<file path="src/rtl/debounce_pulse.sv">
// Push-button conditioner: two-flop synchroniser followed by a counter-driven
// debounce FSM producing a clean level and one-cycle press/release pulses.
module debounce_pulse #(
  parameter int STABLE_CYCLES = 4,
  parameter int CNT_W         = 8
) (
  input  logic Clk,
  input  logic Reset,
  input  logic BtnIn,
  output logic Level,
  output logic PressPulse,
  output logic ReleasePulse
);

  typedef enum logic [1:0] {
    IDLE        = 2'd0,
    CHK_PRESS   = 2'd1,
    PRESSED     = 2'd2,
    CHK_RELEASE = 2'd3
  } state_t;

  localparam logic [CNT_W-1:0] CNT_LAST = CNT_W'(STABLE_CYCLES - 1);
  localparam logic [CNT_W-1:0] CNT_ONE  = CNT_W'(1);

  state_t           state_reg;
  logic             sync0_reg;
  logic             sync1_reg;
  logic [CNT_W-1:0] cnt_reg;

  always_ff @(posedge Clk) begin
    if (Reset) begin
      sync0_reg    <= 1'b0;
      sync1_reg    <= 1'b0;
      cnt_reg      <= '0;
      state_reg    <= IDLE;
      Level        <= 1'b0;
      PressPulse   <= 1'b0;
      ReleasePulse <= 1'b0;
    end else begin
      sync0_reg    <= BtnIn;
      sync1_reg    <= sync0_reg;
      // Pulses last exactly one cycle; only the accepting transition re-raises them.
      PressPulse   <= 1'b0;
      ReleasePulse <= 1'b0;
      case (state_reg)
        IDLE: begin
          Level <= 1'b0;
          if (sync1_reg) begin
            state_reg <= CHK_PRESS;
            cnt_reg   <= CNT_ONE;
          end else begin
            cnt_reg <= '0;
          end
        end
        CHK_PRESS: begin
          if (!sync1_reg) begin
            state_reg <= IDLE;
            cnt_reg   <= '0;
          end else if (cnt_reg == CNT_LAST) begin
            state_reg  <= PRESSED;
            Level      <= 1'b1;
            PressPulse <= 1'b1;
            cnt_reg    <= '0;
          end else begin
            cnt_reg <= cnt_reg + CNT_ONE;
          end
        end
        PRESSED: begin
          Level <= 1'b1;
          if (!sync1_reg) begin
            state_reg <= CHK_RELEASE;
            cnt_reg   <= CNT_ONE;
          end
        end
        CHK_RELEASE: begin
          if (sync1_reg) begin
            state_reg <= PRESSED;
            cnt_reg   <= '0;
          end else if (cnt_reg == CNT_LAST) begin
            state_reg    <= IDLE;
            Level        <= 1'b0;
            ReleasePulse <= 1'b1;
            cnt_reg      <= '0;
          end else begin
            cnt_reg <= cnt_reg + CNT_ONE;
          end
        end
        default: begin
          state_reg <= IDLE;
          Level     <= 1'b0;
          cnt_reg   <= '0;
        end
      endcase
    end
  end

endmodule
</file>
<file path="config.mk">
export PLATFORM = sky130hd
export DESIGN_NAME = debounce_pulse
export DESIGN_NICKNAME = d
export VERILOG_FILES = /design/src/rtl/debounce_pulse.sv
export SDC_FILE = /design/constraint.sdc
export NUM_CORES = 1
export LEC_CHECK = 0
export CAP_MARGIN = 10
export CORE_MARGIN = 2
export CORE_UTILIZATION = 45
export CTS_CLUSTER_DIAMETER = 150
export DETAILED_ROUTE_END_ITERATION = 10
export SKIP_LAST_GASP = 1
export SYNTH_ARGS = -nofsm -noshare
export SYNTH_HDL_FRONTEND = slang
export SYNTH_SLANG_ARGS = --single-unit
</file>
<file path="constraint.sdc">
create_clock -name Clk -period 2.2 [get_ports Clk]
set_input_delay 0.44 -clock Clk [delete_from_list [all_inputs] [get_ports Clk]]
set_output_delay 0.44 -clock Clk [all_outputs]
set_load 0.1 [all_outputs]
</file>
run_1/layer_met1.png
Scale bar: 10 um. Supply wires on this layer in grey.
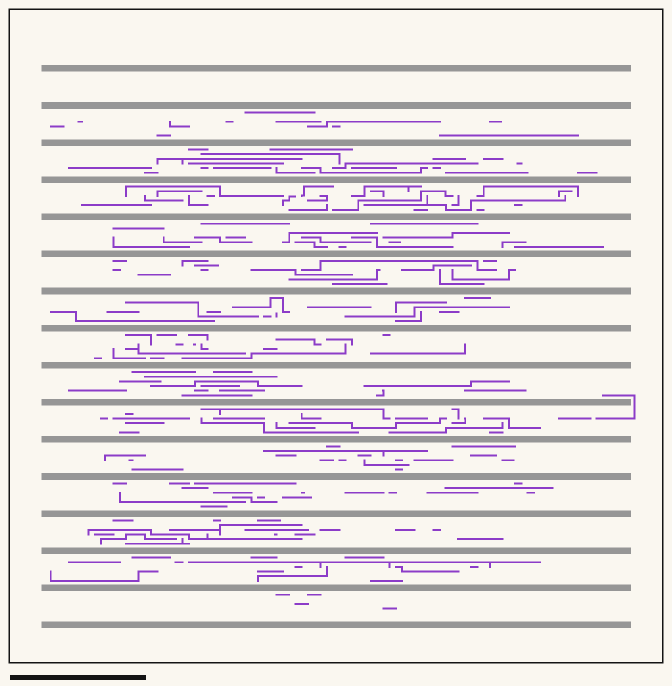
- main direction: horizontal
- share of all routed wire: 48%
met1 Use GR: 0.261
final WL: 1670 um
via count: 702

run_1/layer_met2.png
Cells faint in the background.
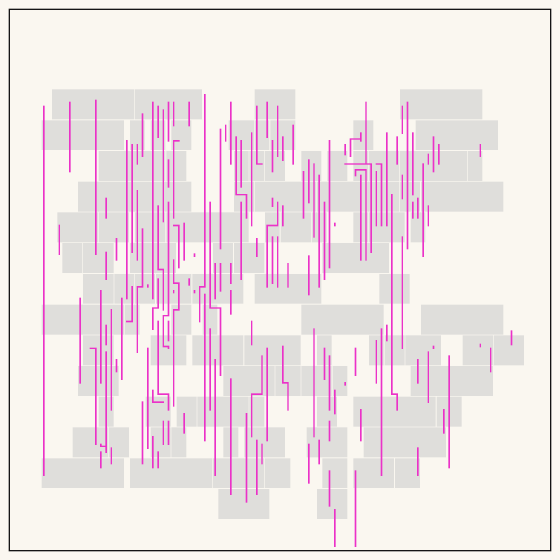
- nets with wire on the layer: 88
- wire length on this layer: 776 um
met2 usage: 0.269

==> qor.yml, run 1 <==
status: "complete, no violations"
ys_sh_xor: 0
cts_max_level: 1
rsz0062_at_grt: "false"
grt-ovfl-total: 0
hold_class: "flop to flop"
first_iter_violations: 7
clock_path_buffers: 2
holdWs_ns: 0.456
power_uw: 551
fin_nets: 110
ys_cells: 90
ys.flops: 15
edf_count: 0
r2r_start: "cnt_reg[0]"
routedWlPerCell_um: 13.4
min_from: "sync0_reg"
finalSetupViolCount: 0
synth_area_leader_cell: "dfxtp_1"
endpoint_kind: "flop"
setup_tns_ns: 0
clk_pin_slew_ns: 0.09
die_h_um: 47.8
period_needed_ns: 1.80
place_inst: 121
simple_gate_share: 0.281
yosys_area_sq_um: 863
final_cell_mix: "15 x dfxtp_1, 13 x nand2_1, 9 x nand3_1, 6 x ha_1, 6 x buf_4"
cp_max_fo: 7
syn2layout_area_growth_pct: 12.6
warnings: 30
topCombFamilyByArea: "simple AND/OR/NAND/NOR gates"
drive_above_1_share: 0.230
floorplanUtilization: 0.489
portBuffers: 5
gp_congestion: 0.797
crit_type: "flop to flop"
dp_hpwl_um: 1270
grt_max_degree: 12
ys_seq_frac: 0.348
antenna-diode-count: 0
syn_avg_cell_area_sq_um: 9.59
synthAoiAreaFrac: 0.210
synthesis.instances: 90
timing.fmax_ghz: 0.557
drc_errors: 0
post_cts_buffers: 0
yosysWarnings: 0
hold_viol_final: 0
cts_hold_buf: 0
p_leak_nw: 0.325
startpoint: "cnt_reg[0]"
ir_worst_vdd_mv: 0.417
mux_area_frac: 0.0391
clock_latency_ns: 0.28
final_cells: 125
period_used_share: 0.816
die_x_um: 47.8
clock-sinks: 15
required_ns: 2.39
cts_tree: "built"
maxCapViolCount: 0
layout_top_cell: "dfxtp_1"
busiest_layer: "met2"
worstMarginPinSlew_ns: 0.471
syn_nets: 99
num_rows: 15
largest_register_ffs: 8
ioPinCount: 6
top_area_frac: 0.348
critPathLaunchType: "flop"
dr.pass1.iters: 4
cts_root_buf: "clkbuf_4"
fa_ha_area_frac: 0.0870
synth_area_sq_um: 863
slew_headroom: 0.685
maxSlewViolCount: 0
track_usage: 0.181
flop_cell: "dfxtp_1"
p_per_area_nw_per_um2: 567
cts_resized: 0
synth_cell_types: 31
numCtsBuffers: 3
drtAntennaViolNets: 0
antenna_found_initial: 0
vias_per_cell: 5.62
die_area_sq_um: 2280
grt_first_pass_wirelength_um: 2910
area_leaders: "dfxtp_1 35%, o311ai_2 9.4%, ha_1 8.7%, nand2_1 5.7%, nand3_1 5.2%"
synth-async-reset-ratio: 0
cp.arrival_ns: 1.99
core_sq_um: 1760
finalClockSkew_ns: 0.000636
first_global_vias: 624
run_1/layer_met3.png
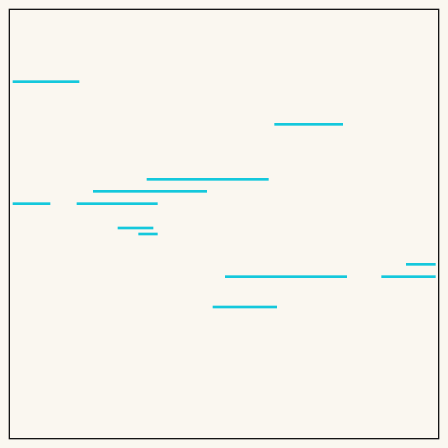
- nets with wire on the layer: 11
- share of all routed wire: 5.2%
- longest straight run: 13.3 um
- wire length on this layer: 87.4 um
routing usage on met3: 0.0566

==> run 1: worst paths after layout <==
path	end	slack, ns	depth (start not counted)
worst max-delay path	cnt_reg[5]	0.40	7
worst min-delay path	sync1_reg	0.46	1
worst max register to register	cnt_reg[5]	0.40	7
worst min register to register	sync1_reg	0.46	1
==> run 1: worst max-delay path: stages (launching register included) <==
cell       delay (ns)
dfxtp_1          0.35
ha_1             0.24
nor4b_2          0.16
buf_4            0.17
a2111oi_4        0.37
buf_4            0.22
nand3_1          0.10
o311ai_2         0.09
==> run 1: layer usage <==
| metal | wire length, um | share of wire |
|---|---|---|
| met1 | 810 | 0.48 |
| met2 | 775 | 0.46 |
| met3 | 87 | 0.052 |
| met4 | 0 | 0 |
| met5 | 0 | 0 |
==> run 1: Yosys cell counts, types with 2 or more instances <==
cell type,instances
ha_1,6
o21ai_0,2
nand4b_1,2
mux2i_1,2
or2_2,2
nand3_1,9
a21oi_1,4
nor3_1,2
nor2b_1,3
inv_1,4
nand2_1,13
dfxtp_1,15
o311ai_2,5
nor2_1,3
nand2b_1,2
==> run 1: power by group <==
| part | total (mW) | switching, mW | internal [mW] | leakage [nW] |
|---|---|---|---|---|
| Sequential | 0.296 | 0.0136 | 0.283 | 0.122 |
| Clock | 0.154 | 0.0862 | 0.0675 | 0.0177 |
| Combinational | 0.101 | 0.0619 | 0.0387 | 0.185 |
| Total | 0.551 | 0.162 | 0.389 | 0.325 |
==> run 1: cell families after synthesis <==
logic type	count (synthesis)
flip-flops	15
AND/OR/NAND/NOR	43
multiplexers	3
AND-OR/OR-AND	17
adder cells (fa/ha/maj)	6
buffers and inverters	6
==> run 1: area by class of cell <==
type                       count  area [sq um]
fill                         174           792
multi-input combinational     69           533
sequential                    15           300
timing repair buffer           8          65.1
tap                           25          31.3
clock buffer                   3          22.5
inverter                       4          15.0
clock inverter                 1          5.00
==> run 1: stage by stage <==
step / worst slack [ns] / util / instance area [sq um]
detailed placement: 0.418 / 0.535 / 945
floorplan: 0.493 / - / 863
global placement: 0.452 / 0.535 / 945
global route: 0.299 / 0.551 / 972
CTS: 0.410 / 0.551 / 972
finish: 0.404 / 0.551 / 972
run_1/placement_by_type.png
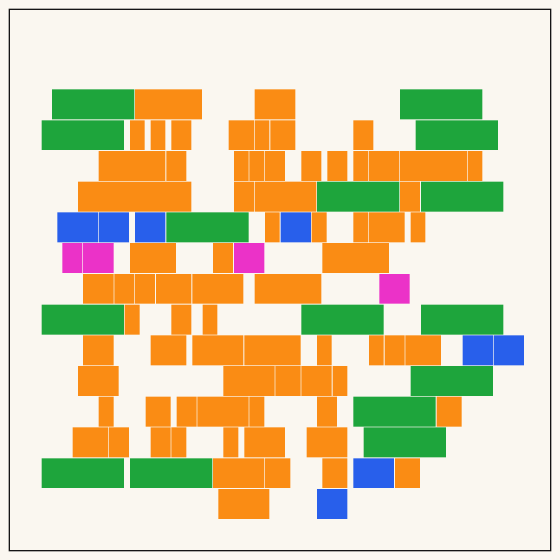

## Run 2: what changed since run 1
==> constraint.sdc (replaced) <==
create_clock -name Clk -period 1.8 [get_ports Clk]
set_input_delay 0.36 -clock Clk [delete_from_list [all_inputs] [get_ports Clk]]
set_output_delay 0.36 -clock Clk [all_outputs]
set_load 0.1 [all_outputs]
run_2/placement_by_type.png
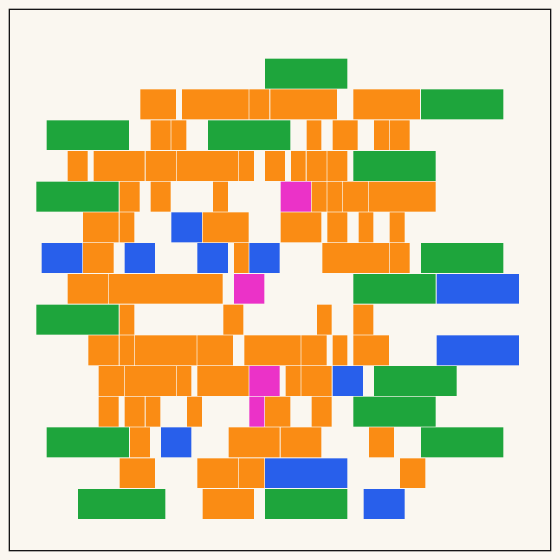
- magenta: clock drivers and dummy loads (cells 4)
- blue: other buffers and delay cells (cells 11)
- orange: combinational and other logic (cells 73)
- green: flops (cells 15)
Core ar.: 1760 sq um
flop share of the area: 0.291

==> qor.yml, run 2 <==
status: "complete, no violations"
p_per_area_nw_per_um2: 676  # +19%
ir_worst_vdd_mv: 0.363  # -13%
holdPathEnd: "sync1_reg"
die_h_um: 47.8  # unchanged
synth-async-reset-ratio: 0  # unchanged
antenna-diode-count: 0  # unchanged
slew_headroom: 0.724  # +0.0397
vias_per_cell: 5.48  # -2.3%
period_used_share: 0.946  # +0.130
worstMarginPinSlew_ns: 0.411  # -0.0592 ns
synth_area_sq_um: 863  # unchanged
finalSetupViolCount: 0  # unchanged
grt_max_degree: 12  # unchanged
first_global_vias: 645  # +3.4%
fin_nets: 113  # +2.7%
ys_cells: 90  # unchanged
clock_path_buffers: 2  # unchanged
first_iter_violations: 8  # +1
synthesis.instances: 90  # unchanged
critPathLaunchType: "flop"
hold_depth: 1  # unchanged
yosys_area_sq_um: 863  # unchanged
fin_util: 0.587  # +0.0355
num_rows: 15  # unchanged
cts_tree: "built"
drtAntennaViolNets: 0  # unchanged
setup_slack_ns: 0.0970  # -0.307 ns
routedWlPerCell_um: 12.7  # -5.4%
synth_area_leader_cell: "dfxtp_1"
grt-ovfl-total: 0  # unchanged
clock_latency_ns: 0.28  # about the same
numCtsBuffers: 3  # unchanged
final_cell_mix: "14 x dfxtp_1, 13 x nand2_1, 9 x nand3_1, 6 x buf_4"
r2r_start: "cnt_reg[0]"
warnings: 31  # +3.3%
clock-sinks: 15  # unchanged
die_area_sq_um: 2280  # unchanged
maxSlewViolCount: 0  # unchanged
endpoint_kind: "flop"
period_needed_ns: 1.70  # -0.0932 ns
drc_errors: 0  # unchanged
hold_viol_final: 0  # unchanged
cp.arrival_ns: 1.89  # -0.10 ns
finalClockSkew_ns: 0.00360  # +0.00296 ns
cts_root_buf: "clkbuf_4"
crit_type: "flop to flop"
post_dp_cell_area_sq_um: 1000  # +6.4%
syn_nets: 99  # unchanged
floorplanUtilization: 0.489  # unchanged
grt_first_pass_wirelength_um: 2740  # -5.9%
antenna_found_initial: 0  # unchanged
rsz0062_at_grt: "true"
required_ns: 1.98  # -0.41 ns
route.vias.total: 702  # unchanged
cp_max_fo: 4  # -3
r2r_slack_ns: 0.1  # -0.31 ns
maxCapViolCount: 0  # unchanged
n_fill_cell: 160  # -8.0%
flop_cell: "dfxtp_1"
ioPinCount: 6  # unchanged
cts_max_level: 1  # unchanged
layout_top_cell: "dfxtp_1"
timing.fmax_ghz: 0.587  # +5.5%
wl_um: 1620  # -3.1%
place_inst: 124  # +2.5%
dp_hpwl_um: 1180  # -7.0%
syn2layout_area_growth_pct: 19.9
gp_congestion: 0.795  # -0.26%
synth_cell_types: 31  # unchanged
drive_above_1_share: 0.262  # +0.0321
ys_seq_frac: 0.348  # unchanged
portBuffers: 5  # unchanged
ff2ff_path_depth: 6  # -1
syn_avg_cell_area_sq_um: 9.59  # unchanged
die_x_um: 47.8  # unchanged
final_area_sq_um: 1030  # +6.4%
holdWs_ns: 0.463  # +0.00681 ns
hold_class: "flop to flop"
area_leaders: "dfxtp_1 35%, o311ai_2 9.4%, ha_1 8.7%, nand2_1 5.7%, nand3_1 5.2%"
largest_register_ffs: 8  # unchanged
common_cells: "15 x dfxtp_1, 13 x nand2_1, 9 x nand3_1, 6 x ha_1, 5 x o311ai_2"
edf_count: 0  # unchanged
p_leak_nw: 0.346  # +6.5%
synthMostInstantiatedCell: "dfxtp_1"
dr.pass1.iters: 4  # unchanged
min_from: "sync0_reg"
ys.flops: 15  # unchanged
-- run 2: cell type report --
class | count | area, sq um | share of cell area
Inverter | 4 | 15.0 | 0.0145
Tap cell | 25 | 31.3 | 0.0302
Sequential cell | 15 | 302 | 0.291
Timing Repair Buffer | 11 | 125 | 0.121
Multi-Input combinational cell | 69 | 536 | 0.518
Clock buffer | 4 | 26.3 | 0.0254
-- run 2: cells by family (layout without fill, tap and decap cells) --
logic type / after synthesis / count (layout) / share of synthesized area
AND-OR/OR-AND: 17 / 17 / 0.210
adder cells (fa/ha/maj): 6 / 6 / 0.0870
buffers and inverters: 6 / 19 / 0.0348
flip-flops: 15 / 15 / 0.348
multiplexers: 3 / 3 / 0.0391
AND/OR/NAND/NOR: 43 / 43 / 0.281
-- run 2: critical path, stage by stage, from the launching register on --
cell and delay (ns):
dfxtp_1 0.39, ha_1 0.20, nor4b_2 0.36, buf_4 0.20
a21o_2 0.15, a21oi_1 0.07, a311oi_1 0.23
-- run 2: worst max path at each step --
stage            startpoint           end  slack, ns  cells after the start
3_5_place_dp           flop    cnt_reg[6]       0.08                      7
6_report         cnt_reg[0]  state_reg[0]        0.1                      6
3_3_place_gp          Reset    cnt_reg[6]       0.13                      5
2_1_floorplan  state_reg[0]    cnt_reg[3]       0.09                      5
5_1_grt          cnt_reg[0]  state_reg[0]     -0.003                      6
4_1_cts                flop    cnt_reg[6]       0.06                      7
-- run 2: power breakdown --
part / switching, mW / leakage, nW / total, mW / internal (mW)
Sequential: 0.0130 / 0.122 / 0.360 / 0.347
Clock: 0.106 / 0.0150 / 0.192 / 0.0858
Combinational: 0.0834 / 0.209 / 0.148 / 0.0643
Total: 0.202 / 0.346 / 0.699 / 0.497
-- run 2: timing repair --
item,CTS,global route
setup endpoints to repair,0,6
gates resized,0,2
setup buffers,0,0
endpoints found under the hold margin,0,0
-- run 2: per-layer routing --
layer / share of wire / vias up / GRT usage
met2: 0.46 / 8 / 0.251
met3: 0.023 / 2 / 0.0226
met4: 0.0093 / 0 / 0.0649
li1: - / 357 / -
met5: 0 / - / 0
met1: 0.51 / 335 / 0.240
-- run 2: per-stage QoR --
stage / setup TNS (ns) / power [mW]
after detailed placement: 0 / 0.511
after global placement: 0 / 0.508
after floorplan: 0 / 0.465
after global routing: -0.00324 / 0.732
final: 0 / 0.699
after CTS: 0 / 0.704
Power and IR drop assume default switching activity.
